### src/rtl/spi_arb_pkg.sv
// Shared constants, state encoding and helpers for the SPI bus arbiter.
package spi_arb_pkg;

    localparam int NREQ    = 3;
    localparam int AMP_IDX = 0;
    localparam int ADC_IDX = 1;
    localparam int DAC_IDX = 2;

    typedef enum logic [1:0] {
        ST_IDLE    = 2'd0,
        ST_GRANT   = 2'd1,
        ST_RELEASE = 2'd2
    } arb_state_t;

    function automatic logic [1:0] onehot_to_idx(input logic [NREQ-1:0] oh);
        if (oh[AMP_IDX]) return 2'(AMP_IDX);
        if (oh[ADC_IDX]) return 2'(ADC_IDX);
        return 2'(DAC_IDX);
    endfunction

endpackage

### src/rtl/spi_arb_pick.sv
// One-hot requester picker: fixed adc > amp > dac, or rotating from the
// index after the last owner when SPI_ARB_ROUND_ROBIN_EN is defined.
module spi_arb_pick
    import spi_arb_pkg::*;
(
    input  logic [NREQ-1:0] req,
`ifdef SPI_ARB_ROUND_ROBIN_EN
    input  logic [1:0]      last_idx,
`endif
    output logic [NREQ-1:0] pick
);

`ifdef SPI_ARB_ROUND_ROBIN_EN
    logic [1:0] idx;
    logic       found;

    always_comb begin
        pick  = '0;
        found = 1'b0;
        idx   = '0;
        for (int i = 1; i <= NREQ; i++) begin
            idx = 2'((int'(last_idx) + i) % NREQ);
            if (!found && req[idx]) begin
                pick[idx] = 1'b1;
                found     = 1'b1;
            end
        end
    end
`else
    always_comb begin
        pick = '0;
        if (req[ADC_IDX])      pick[ADC_IDX] = 1'b1;
        else if (req[AMP_IDX]) pick[AMP_IDX] = 1'b1;
        else if (req[DAC_IDX]) pick[DAC_IDX] = 1'b1;
    end
`endif

endmodule

### src/rtl/spi_bus_arbiter.sv
// Shares one SPI bus between amp, adc and dac masters with a guard gap and a
// grant watchdog. Optional rotating priority: SPI_ARB_ROUND_ROBIN_EN.
module spi_bus_arbiter
    import spi_arb_pkg::*;
#(
    parameter int GAP_CYCLES     = 2,
    parameter int TIMEOUT_CYCLES = 4096
) (
    input  logic            CLK50MHZ,
    input  logic            RST,
    input  logic [NREQ-1:0] req,
    input  logic [NREQ-1:0] done,
    output logic [NREQ-1:0] gnt,
    output logic            busy,
    input  logic [NREQ-1:0] m_sck,
    input  logic [NREQ-1:0] m_mosi,
    input  logic            amp_cs_i,
    input  logic            dac_cs_i,
    input  logic            ad_conv_i,
    output logic            SPI_SCK,
    output logic            SPI_MOSI,
    output logic            AMP_CS,
    output logic            DAC_CS,
    output logic            AD_CONV,
    output logic            SF_CE0,
    output logic            FPGA_INIT_B,
    output logic            timeout_err,
    output logic [NREQ-1:0] err_src,
    output arb_state_t      dbg_state
);

    localparam int GW = $clog2(GAP_CYCLES + 1);
    localparam int TW = (TIMEOUT_CYCLES > 0) ? $clog2(TIMEOUT_CYCLES + 1) : 1;

    arb_state_t      state_q, state_d;
    logic [NREQ-1:0] gnt_d;
    logic [NREQ-1:0] pick;
    logic [GW-1:0]   gap_cnt;
    logic [TW-1:0]   wd_cnt;
    logic            wd_hit;
    logic            wd_fire;

`ifdef SPI_ARB_ROUND_ROBIN_EN
    logic [1:0] last_idx_q;

    spi_arb_pick u_pick (
        .req      (req),
        .last_idx (last_idx_q),
        .pick     (pick)
    );
`else
    spi_arb_pick u_pick (
        .req  (req),
        .pick (pick)
    );
`endif

    // Fires on the TIMEOUT_CYCLES-th cycle of a grant; a zero limit disables it.
    assign wd_hit = (TIMEOUT_CYCLES != 0) && (wd_cnt == TW'(TIMEOUT_CYCLES - 1));

    always_ff @(posedge CLK50MHZ) begin
        if (RST) state_q <= ST_IDLE;
        else     state_q <= state_d;
    end

    always_comb begin
        state_d = state_q;
        gnt_d   = gnt;
        wd_fire = 1'b0;
        case (state_q)
            ST_IDLE: begin
                if (|req) begin
                    state_d = ST_GRANT;
                    gnt_d   = pick;
                end
            end
            ST_GRANT: begin
                // A normal release outranks a watchdog hit in the same cycle.
                if ((|(done & gnt)) || !(|(req & gnt))) begin
                    state_d = ST_RELEASE;
                    gnt_d   = '0;
                end else if (wd_hit) begin
                    state_d = ST_RELEASE;
                    gnt_d   = '0;
                    wd_fire = 1'b1;
                end
            end
            ST_RELEASE: begin
                if (gap_cnt == GW'(GAP_CYCLES - 1)) state_d = ST_IDLE;
            end
            default: begin
                state_d = ST_IDLE;
                gnt_d   = '0;
            end
        endcase
    end

    always_ff @(posedge CLK50MHZ) begin
        if (RST) begin
            gnt         <= '0;
            wd_cnt      <= '0;
            gap_cnt     <= '0;
            timeout_err <= 1'b0;
            err_src     <= '0;
        end else begin
            gnt         <= gnt_d;
            timeout_err <= wd_fire;
            if (wd_fire) err_src <= gnt;
            if (state_q == ST_GRANT) begin
                if (wd_cnt != TW'(TIMEOUT_CYCLES)) wd_cnt <= wd_cnt + TW'(1);
            end else begin
                wd_cnt <= '0;
            end
            if (state_q == ST_RELEASE) gap_cnt <= gap_cnt + GW'(1);
            else                       gap_cnt <= '0;
        end
    end

`ifdef SPI_ARB_ROUND_ROBIN_EN
    always_ff @(posedge CLK50MHZ) begin
        if (RST)                             last_idx_q <= 2'(DAC_IDX);
        else if (state_q == ST_IDLE && |req) last_idx_q <= onehot_to_idx(pick);
    end
`endif

    // Pin gating uses only the registered grant, so non-owners never reach the bus.
    always_comb begin
        busy     = (state_q != ST_IDLE);
        SPI_SCK  = |(gnt & m_sck);
        SPI_MOSI = |(gnt & m_mosi);
        AMP_CS   = ~gnt[AMP_IDX] | amp_cs_i;
        DAC_CS   = ~gnt[DAC_IDX] | dac_cs_i;
        AD_CONV  = gnt[ADC_IDX] & ad_conv_i;
    end

    assign SF_CE0      = 1'b1;
    assign FPGA_INIT_B = 1'b1;
    assign dbg_state   = state_q;

endmodule

### config.mk
export PLATFORM = sky130hd
export DESIGN_NAME = spi_bus_arbiter
export DESIGN_NICKNAME = d
export VERILOG_FILES = /design/src/rtl/spi_arb_pkg.sv /design/src/rtl/spi_arb_pick.sv /design/src/rtl/spi_bus_arbiter.sv
export SDC_FILE = /design/constraint.sdc
export NUM_CORES = 1
export LEC_CHECK = 0
export CORE_MARGIN = 10
export CORE_UTILIZATION = 25
export CTS_CLUSTER_SIZE = 28
export DETAILED_ROUTE_END_ITERATION = 10
export PLACE_DENSITY = 0.61
export SYNTH_ARGS = -nofsm -noshare
export SYNTH_HDL_FRONTEND = slang
export SYNTH_HIERARCHICAL = 1
export SYNTH_SLANG_ARGS = --single-unit
### constraint.sdc
create_clock -name CLK50MHZ -period 1.6 [get_ports CLK50MHZ]
set_input_delay 0.32 -clock CLK50MHZ [delete_from_list [all_inputs] [get_ports CLK50MHZ]]
set_output_delay 0.32 -clock CLK50MHZ [all_outputs]
set_load 0.02 [all_outputs]
==> impl_summary.log <==
[report] implementation figures
[metrics] dpl ws: -0.390 ns
[metrics] Overall Power: 1450 uW
[metrics] met2 layer usage reported by global route: a little under an eighth
[metrics] maximum vdd drop: between 300 and 400 uV
[metrics] count of endpoints failing setup in the final report: 4
[metrics] slowest library cell on the worst path: or4_4
[metrics] I/O Pins: 34
[metrics] PortBufs: 31
[metrics] Total Routed Length: 3180 um
[metrics] top fanout value on the critical path: 6
[metrics] cts bufs inserted: 3
[metrics] aggregate global-route resource usage: ~7.6%
[metrics] met2 wire len: 1290 um
[metrics] clock sink count: 24
[metrics] placed cell areas: between 1500 and 2000 um^2
[metrics] per-cell routed wire length: approximately 12 um
[metrics] Yosys reg bits: 24
[metrics] clk_buf instances: 4
[metrics] H-tree depth: 1
[metrics] share of cells above drive strength 1: a little over a quarter
[metrics] Stages on worst setup path: 4
[metrics] count of TritonRoute iterations in the first routing pass: 4
[metrics] Core Density at Floorplan: 25.9%
[metrics] aggregate negative setup slack: -0.0978 ns
[metrics] crit path setup slack, layout: -0.0375 ns
[metrics] share of synthesized area occupied by flip-flops and latches: 39.0%
[metrics] power dissipated in combinational cells: roughly 380 uW
[metrics] clock-pin slew on the worst setup and hold paths: 0.08 ns
[metrics] number of antenna violations at the first check in global routing: 0
[metrics] leading cell type by number of instances after synthesis: dfxtp_1
[metrics] path class of the lowest-slack min-delay path: reg2reg
[metrics] net switching power figure: about 410 uW
[metrics] simple-gate share of the synthesized area: a little under a third
[metrics] Vias per Instance: approximately 4.5
[metrics] remaining design rule violation count: 0
[metrics] ao+oa area frac: a little over a tenth
[metrics] fraction of post-synthesis cell area in the top cell type by area: just under 40%
[metrics] group drawing the most power: registers
[metrics] Synth area leaders: dfxtp_1 (39%), mux2i_1 (4.9%), nor2_1 (4.9%)
[metrics] clock period minus worst slack: ~1.6 ns
[metrics] Fmax achieved: about 0.6 GHz
[metrics] most common logic cells in the final layout: buf_4 (21), dfxtp_1 (19), nor2_1 (16), clkdlybuf4s50_1 (16)
[metrics] layer carrying the most global-route usage: met2
[metrics] total of plain and repair buffers excluding clock buffers: around 52
[metrics] count of antenna diodes in the layout: 0
[metrics] number of cell rows: 25
[metrics] Worst R2R Start: gnt[0]
[metrics] core region area: between 4000 and 5000 um^2
[metrics] violated checks: setup timing
[metrics] run status: complete, but fails checks
[metrics] root buf cell: clkbuf_8
[metrics] Crit Path Category: reg2reg
[metrics] Multi-input gate area: between 700 and 800 um^2
[metrics] well-tap cell count: between 60 and 70
[metrics] CP max stage delay: between 0.5 and 0.6 ns
[metrics] category of the worst setup path launch point: flip-flop
[metrics] RSZ-0062 raised after global routing: true
[metrics] Non-clock buffer share: roughly a quarter
[metrics] number of cells on the worst reg-to-reg path: 4
[metrics] worst reg2reg setup slack: -0.04 ns
[metrics] Inverters excl. clock: 8
[metrics] Dominant combinational family: simple AND/OR/NAND/NOR gates
[metrics] WL met1: roughly 1700 um
[metrics] cell type contributing the most total cell area after synthesis: dfxtp_1
[metrics] final-layout clock-cell area share: slightly below 3%
[metrics] mean instance size in the synthesized netlist: slightly below 9 um^2
[metrics] overall die area: 8140 um^2
[metrics] starting DRC count in detailed routing: 52
[metrics] sequential share of cell area: a little over a quarter
[metrics] post-synth tally of flip-flops with integrated enable: 0
[metrics] number of max-slew violations in the final report: 0
[metrics] sequential share of power: 45.0%
[metrics] most common cell after layout, fill and taps aside: buf_4
[metrics] worst clock skew: ~0.0017 ns
[metrics] GR Util met1: 10.1%
[metrics] primary flip-flop cell chosen by synthesis mapping: dfxtp_1
[metrics] hold worst-path end: gap_cnt[0]
[metrics] area taken by flip-flops and latches: just under 500 um^2
[metrics] fraction of registers with async set/reset: 0%
[metrics] number of buffer and inverter stages on the critical path: 0
[metrics] cell-by-cell listing of the critical path: a22o_4 > or4_4 > o22ai_4 > mux2i_1
[metrics] power share of the combinational group: between 20% and 30%
[metrics] Final ANT Viol Nets: 0
[metrics] total setup buffers inserted after CTS: 2
[metrics] count of max-cap constraint violations: 0
[metrics] kind of cell adding the most delay to the critical path: simple AND/OR/NAND/NOR gates
[metrics] pin count of the biggest net entering global routing: 15
[metrics] Final Wtd Congestion: around 0.75
[metrics] areal power density over the cells: roughly 780 nW/um^2
[metrics] via count of the first global-routing pass: approximately 1100
[metrics] OpenROAD warnings: 29
[metrics] tightest hold margin: roughly 0.42 ns
[metrics] fa+ha+maj area frac: just over 3%
[metrics] met3 GRT Util: 1.83%
[metrics] die span in y: 90.2 um
[metrics] XOR-XNOR Cells, Area Fraction: 6.40%
[metrics] capturing element type of the critical path: flip-flop
[metrics] Die Span X: around 90 um
[metrics] part of the power in the clock network: roughly 29%
[metrics] logic share of the area: between 30% and 40%
[metrics] buffer depth of the longest clock path: 2
[metrics] residual overflow from global routing: 0
[metrics] highest metal layer with signal wires: met4
[metrics] largest register by flop count: wd_cnt
[metrics] number of instances in the synthesized netlist: around 140
[metrics] arrival time worst endpoint: around 1.8 ns
[metrics] leading cell types by count after synthesis: dfxtp_1 (24), nor2_1 (16), inv_1 (8)
[metrics] Largest register FFs: 13
[metrics] Worst-Skew Late Latency: about 0.27 ns
[metrics] count of instances resized after the clock tree is built: 24
[metrics] Int Pwr: ~1000 uW
[metrics] endpoint required time on the critical path: around 1.8 ns
[metrics] final design area excluding fillers: 1850 um^2
[metrics] largest registers: wd_cnt x13, err_src x3, gnt x3
[metrics] global-route wire length before repair: about 5200 um
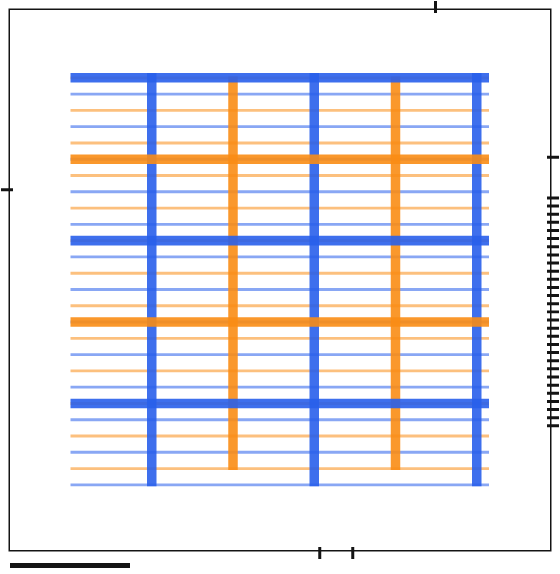
**Above:** supply network.
Bar = 20 um. Pins as bars on the die edge.
legend:
  VDD:
    colour: orange
  VSS:
    colour: blue
met5 straps: 5
met4 straps: 5
rows: 25

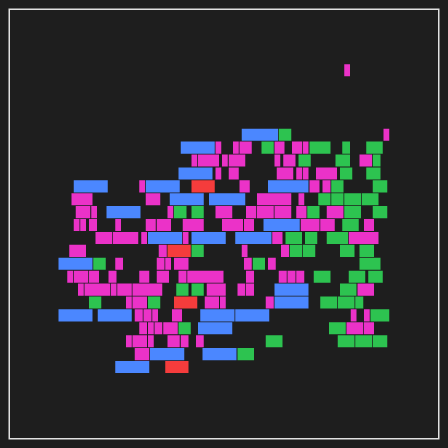
**Above:** placement by cell class.
legend:
  all other logic:
    colour: magenta
    cells: 111
  other buffers and delay cells:
    colour: green
    cells: 52
  clock drivers and dummy loads:
    colour: red
    cells: 4
  flip-flops:
    colour: blue
    cells: 24

Power and IR drop assume default switching activity.
